==> config.mk <==
export PLATFORM = sky130hd
export DESIGN_NAME = pw_trigger_seq
export DESIGN_NICKNAME = d
export VERILOG_FILES = /design/src/rtl/pw_trigger_seq_pkg.sv /design/src/rtl/pw_down_counter.sv /design/src/rtl/pw_trigger_seq.sv
export SDC_FILE = /design/constraint.sdc
export NUM_CORES = 1
export LEC_CHECK = 0
export CORE_MARGIN = 1.5
export CORE_UTILIZATION = 50
export CTS_BUF_LIST = sky130_fd_sc_hd__clkbuf_4
export DETAILED_ROUTE_END_ITERATION = 6
export GPL_TIMING_DRIVEN = 0
export HOLD_SLACK_MARGIN = 0.02
export PLACE_DENSITY = 0.72
export SYNTH_ARGS = -nofsm -noshare
export SYNTH_HDL_FRONTEND = slang
export SYNTH_HIERARCHICAL = 1
export SYNTH_SLANG_ARGS = --single-unit
==> constraint.sdc <==
create_clock -name trigger_clk -period 4.7 [get_ports trigger_clk]
set_input_delay 0.705 -clock trigger_clk [delete_from_list [all_inputs] [get_ports trigger_clk]]
set_output_delay 0.705 -clock trigger_clk [all_outputs]
set_load 0.05 [all_outputs]
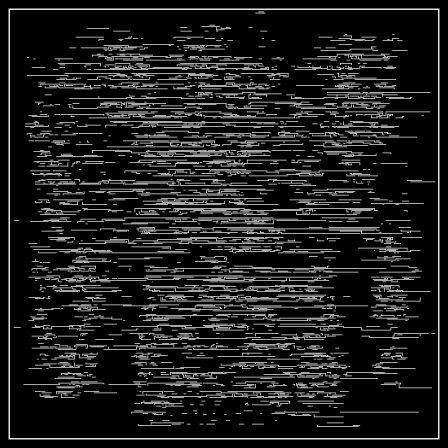
(run_1/m1.png)
nets with wire on the layer: 886
share of all routed wire: 43%
longest straight run: 44.2 microns
main direction: horizontal
wire length on this layer: 8490 microns
grt met1 use: 37.6%
via count: 6989
total routed wirelength: 19600 microns

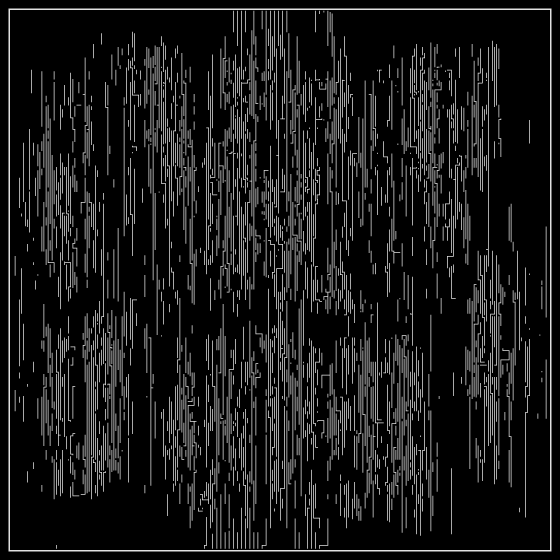
(run_1/m2.png)
share of all routed wire: 47%
longest straight run: 49.0 microns
nets with wire on the layer: 829
wire length on this layer: 9250 microns
main direction: vertical
M2 GR Usage: 44.9%

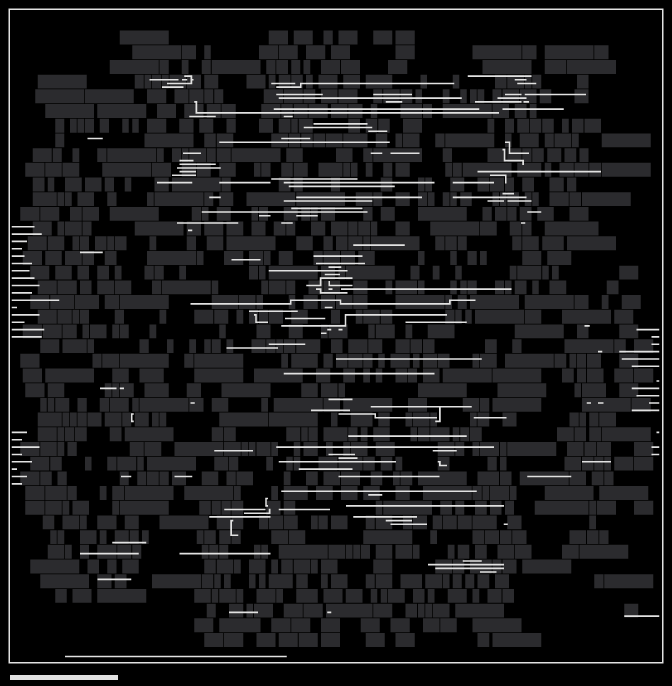
(run_1/m3.png)
The bar under the picture is 20 microns long.
nets with wire on the layer: 142
share of all routed wire: 7.6%
longest straight run: 55.9 microns
main direction: horizontal
GR Layer Usage met3: 3.96%

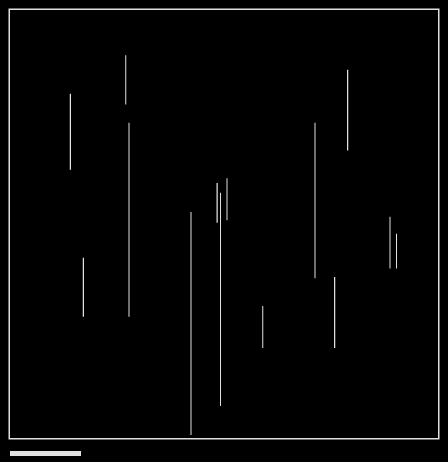
(run_1/m4.png)
The bar under the picture is 20 microns long.
nets with wire on the layer: 11
main direction: vertical

==> impl_metrics.py, run 1 <==
# Physical implementation metrics
metrics = {
    "outcome": {
        "status": "finished, final reports clean",
    },
    "route": {
        "routed.top_layer": "met4",
        "wl_met3_microns": 1500,
        "post_drt_via_cell_ratio": 6.48,
        "drc": 0,
        "wl_met1_microns": 8490,
    },
    "pwr": {
        "power.switching_w": 0.000674,
        "power_w": 0.00196,
        "power.group.top": "sequential cells",
        "ir_drop_mv": 0.151,
        "pwr-share-seq_pct": 52.1,
        "swShare_pct": 34.4,
        "p_comb_share_pct": 28.9,
        "comb-power_w": 0.000567,
        "leakage_nw": 3.06,
        "p_per_area_nw_per_um2": 245,
        "clkPwrFrac_pct": 19.1,
        "p_clk_w": 0.000374,
    },
    "final_timing": {
        "finalCritPeriodShare_pct": 88.4,
        "worstMarginPinSlew_ps": 1270,
        "relSlewSlack_pct": 14.6,
        "rsz0062_at_grt": "no",
        "finalHoldViolCount": 0,
        "tns_ps": 0,
        "worst_slack_ps": 547,
        "min_period_ps": 4150,
        "fmax_ghz": 0.241,
    },
    "logic_synthesis": {
        "flop_cell": "dfrtp_1",
        "netlist_area_sq_um": 6930,
        "yosysTopAreaCell": "dfrtp_1",
        "synthDominantCellAreaShare_pct": 33.2,
        "xor_share_pct": 4.68,
        "yosys_warnings": 6,
        "yosys.stat.seqShare_pct": 33.2,
        "async_flop_share_pct": 100,
        "numSynthFlops": 92,
        "synth-simple-area-share_pct": 29.8,
        "yosys-stat-cells": 811,
        "post_synth_num_cell_types": 91,
        "fa_ha_area_share_pct": 2.17,
        "synthTopCellsByArea": "dfrtp_1, nand2_1, o21ai_0, nor2_1, xor2_1",
        "syn_area_per_cell_sq_um": 8.54,
        "aoi_share_pct": 24.0,
        "synth-edff-count": 0,
    },
    "floorplanning": {
        "boundaryPins": 76,
        "die-area_sq_um": 14600,
    },
    "placement": {
        "place_area_sq_um": 7920,
        "io_buffer_count": 75,
        "hpwl_microns": 15000,
    },
    "clock_network": {
        "cts_tree": "built",
        "cts_setup_buffers": 0,
        "cts.sinks": 92,
        "clk_pin_slew_ps": 140,
        "cts_resized": 0,
        "clk_latency_ps": 450,
        "htreeDepth": 3,
        "clock_path_buffers": 2,
    },
    "worst_setup_path": {
        "worstSetupPathType": "register to register",
        "end_kind": "register",
        "crit_arrival_ps": 4540,
        "slowest_delay_ps": 690,
        "ff2ff_path_depth": 12,
        "path_buffers": 2,
        "critPathSlowestCell": "nor4b_1",
    },
    "global_routing": {
        "grt_pass1_wl_microns": 32400,
        "grt_pass1_vias": 6666,
        "gr-total-overflow": 0,
        "grt.busiest_layer": "met2",
        "grt_usage_pct": 27.6,
    },
    "finish": {
        "final_cells": 1079,
        "fin_area_sq_um": 8030,
        "largest_register_ffs": 20,
        "nNetsFinal": 975,
    },
    "worst_hold_path": {
        "hold_path_class": "primary input to asynchronous set/reset pin",
    },
}
-- run 1: layout make-up --
cell class / instances / area (sq um)
Multi-Input combinational cell: 655 / 4310
Inverter: 26 / 97.6
Clock buffer: 11 / 82.6
Fill cell: 1215 / 5380
Buffer: 38 / 216
Clock inverter: 4 / 17.5
Timing Repair Buffer: 76 / 776
Tap cell: 176 / 220
Antenna cell: 1 / 2.50
Sequential cell: 92 / 2300
-- run 1: worst register-to-register path, delay by kind of cell, from the launching register on --
family,cells,cell delay (ps)
simple gates,7,2440
buf+inv,2,540
compound gates,2,520
flops,1,420
fa+ha+maj,1,170
--- run 2 (diff from run 1) ---
PLACE_DENSITY = 0.75   (was 0.72)
SLEW_MARGIN = 5   (was unset)
TNS_END_PERCENT = 20   (was unset)
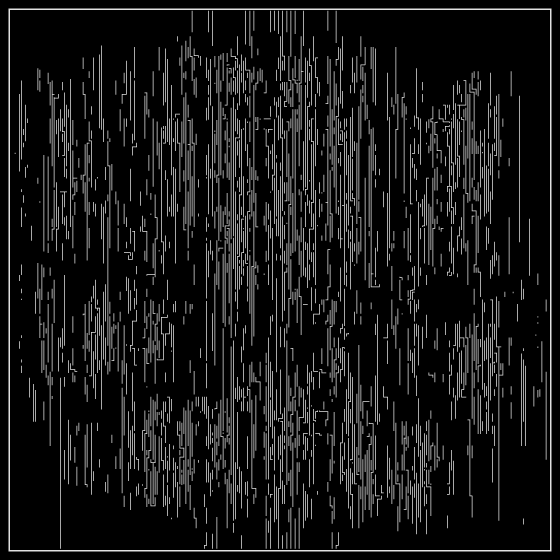
(run_2/m2.png)
wire length on this layer: 8260 microns
longest straight run: 40.1 microns
nets with wire on the layer: 807
share of all routed wire: 44%
main direction: vertical
total routed wirelength: 18900 microns
via count: 6783
M2 GR Usage: 39.7%

==> run 2 against run 1 <==
Compared with the run above:
- maximum frequency rose by 2.4%
- setup slack improved by 97 ps
- sequential power barely moved
- synthesized cell count did not move
- largest power group unchanged
==> impl_metrics.py, run 2 <==
# Physical implementation metrics
metrics = {
    "run": {
        "max_cap_viol_count": 0,
        "openroad.warnings": 30,
    },
    "pwr": {
        "comb-power_w": 0.000552,
        "p_seq_w": 0.00102,
        "power_w": 0.00196,
        "p_int_w": 0.00129,
        "ir_drop_mv": 0.118,
        "pwr-share-seq_pct": 52.3,
        "swShare_pct": 33.9,
        "p_per_area_nw_per_um2": 244,
        "power.switching_w": 0.000663,
        "p_clk_w": 0.000381,
        "power.group.top": "sequential cells",
        "p_comb_share_pct": 28.2,
        "clkPwrFrac_pct": 19.5,
        "leakage_nw": 3.05,
    },
    "clock_network": {
        "cts_resized": 0,
        "clock_path_buffers": 2,
        "cts_inserted_buffers": 9,
        "clk_pin_slew_ps": 130,
        "cts.sinks": 92,
        "cts_setup_buffers": 0,
        "htreeDepth": 3,
        "cts_tree": "built",
        "cts_hold_repair.buffers": 0,
        "clk_latency_ps": 460,
        "root_buffer": "clkbuf_4",
    },
    "finish": {
        "clock_area_share_pct": 1.31,
        "final_util_pct": 59.9,
        "logic_area_sq_um": 4320,
        "signal_buffers": 114,
        "seq_cells": 92,
        "n_clock_buffer": 12,
        "sh_comb_area_pct": 53.8,
        "dominant-cell-class": "multi-input combinational cells",
        "fin_area_sq_um": 8030,
        "num_antenna_cells": 1,
        "drive_gt1_share_pct": 8.43,
        "comb_cells": 655,
        "largest_register_ffs": 20,
        "inv_count": 26,
        "lay_top_cells": "dfrtp_1, nand2_1, clkdlybuf4s50_1",
        "seq_share_pct": 28.7,
        "flop_area_sq_um": 2300,
        "fillCellCount": 1223,
        "final_cells": 1079,
        "buf_share_pct": 12.3,
        "mostFrequentLayoutCell": "dfrtp_1",
        "nNetsFinal": 975,
        "area_growth_pct": 15.9,
    },
    "logic_synthesis": {
        "async_flop_share_pct": 100,
        "yosys.stat.seqShare_pct": 33.2,
        "post_synth_num_cell_types": 91,
        "synthDominantCellAreaShare_pct": 33.2,
        "common_cells": "dfrtp_1, nand2_1, o21ai_0, nor2_1, inv_1",
        "yosysTopAreaCell": "dfrtp_1",
        "ys_chip_area_sq_um": 6930,
        "flop_cell": "dfrtp_1",
        "numSynthFlops": 92,
        "yosys-stat-cells": 811,
        "syn_area_per_cell_sq_um": 8.54,
        "top_cell": "dfrtp_1",
        "synth-edff-count": 0,
        "fp_nets": 888,
        "syn_inst": 811,
        "synthTopCellsByArea": "dfrtp_1, nand2_1, o21ai_0, nor2_1, xor2_1",
        "yosys_warnings": 6,
        "netlist_area_sq_um": 6930,
    },
    "route": {
        "drt-initial-drc-count": 680,
        "post_drt_via_cell_ratio": 6.29,
        "drtPass1Iterations": 5,
        "routedWlPerCell_microns": 17.5,
        "drc": 0,
        "detail-route-antenna-nets": 0,
    },
    "floorplanning": {
        "boundaryPins": 76,
        "die-area_sq_um": 14600,
        "tapCellCount": 176,
        "rows": 42,
        "die_w_microns": 121,
        "core_sq_um": 13400,
        "die_h_microns": 121,
        "initCoreUtil_pct": 51.7,
    },
    "placement": {
        "hpwl_microns": 14200,
        "place_congestion": 0.956,
        "dpl.cell_count": 1063,
        "io_buffer_count": 75,
        "place_area_sq_um": 7920,
        "dpl_worst_slack_ps": 536,
    },
    "final_timing": {
        "fmax_ghz": 0.247,
        "min_period_ps": 4060,
        "hold_ws_ps": 281,
        "relSlewSlack_pct": 26.8,
        "finalCritPeriodShare_pct": 86.3,
        "finalMaxSlewViolations": 0,
        "finClkSkew_ps": 15.4,
        "setup_viol": 0,
        "tns_ps": 0,
        "worstMarginPinSlew_ps": 1080,
        "rsz0062_at_grt": "no",
        "worst_slack_ps": 644,
        "finalHoldViolCount": 0,
    },
    "global_routing": {
        "grt_usage_pct": 27.1,
        "grt_pass1_wl_microns": 31800,
        "grt_pass1_vias": 6280,
        "grt_max_degree": 53,
        "antenna_found_initial": 1,
        "gr-total-overflow": 0,
    },
    "worst_setup_path": {
        "crit_arrival_ps": 4460,
        "cp.required_ps": 5100,
        "start_kind": "register",
        "worst-r2r-setup-slack_ps": 640,
        "ff2ff_path_depth": 12,
        "worstPathMaxFanout": 10,
        "worstSetupPathType": "register to register",
        "end_kind": "register",
    },
    "outcome": {
        "status": "finished, final reports clean",
    },
    "worst_hold_path": {
        "hold_path_class": "primary input to asynchronous set/reset pin",
    },
}
==> run 2: routing by layer <==
metal  vias up  global-route usage [%]  wire (microns)
met1      3209                    40.2            9050
met4         0                    10.5             357
met5         -                       0               0
met2       248                    39.7            8260
li1       3297                       -               -
met3        29                    3.87            1190
==> run 2: worst max-delay path: stages (launching register included) <==
cell and delay [ps]:
dfrtp_1 420, inv_1 110, ha_1 170, nor4b_1 640, nand2_1 260, nor3_2 690
nor2_1 100, and3_1 280, or4bb_1 300, clkbuf_1 420, a21oi_1 130, a311o_1 390
nand3_1 80
==> run 2: cell families after synthesis <==
logic type | count (synthesis) | synth area share [%]
fa+ha+maj | 12 | 2.17
xor+xnor | 37 | 4.68
flops | 92 | 33.2
compound gates | 235 | 24.0
simple gates | 360 | 29.8
mux | 11 | 1.63
buf+inv | 64 | 4.53
No activity file was given, so power comes from the tool's default toggle rates.
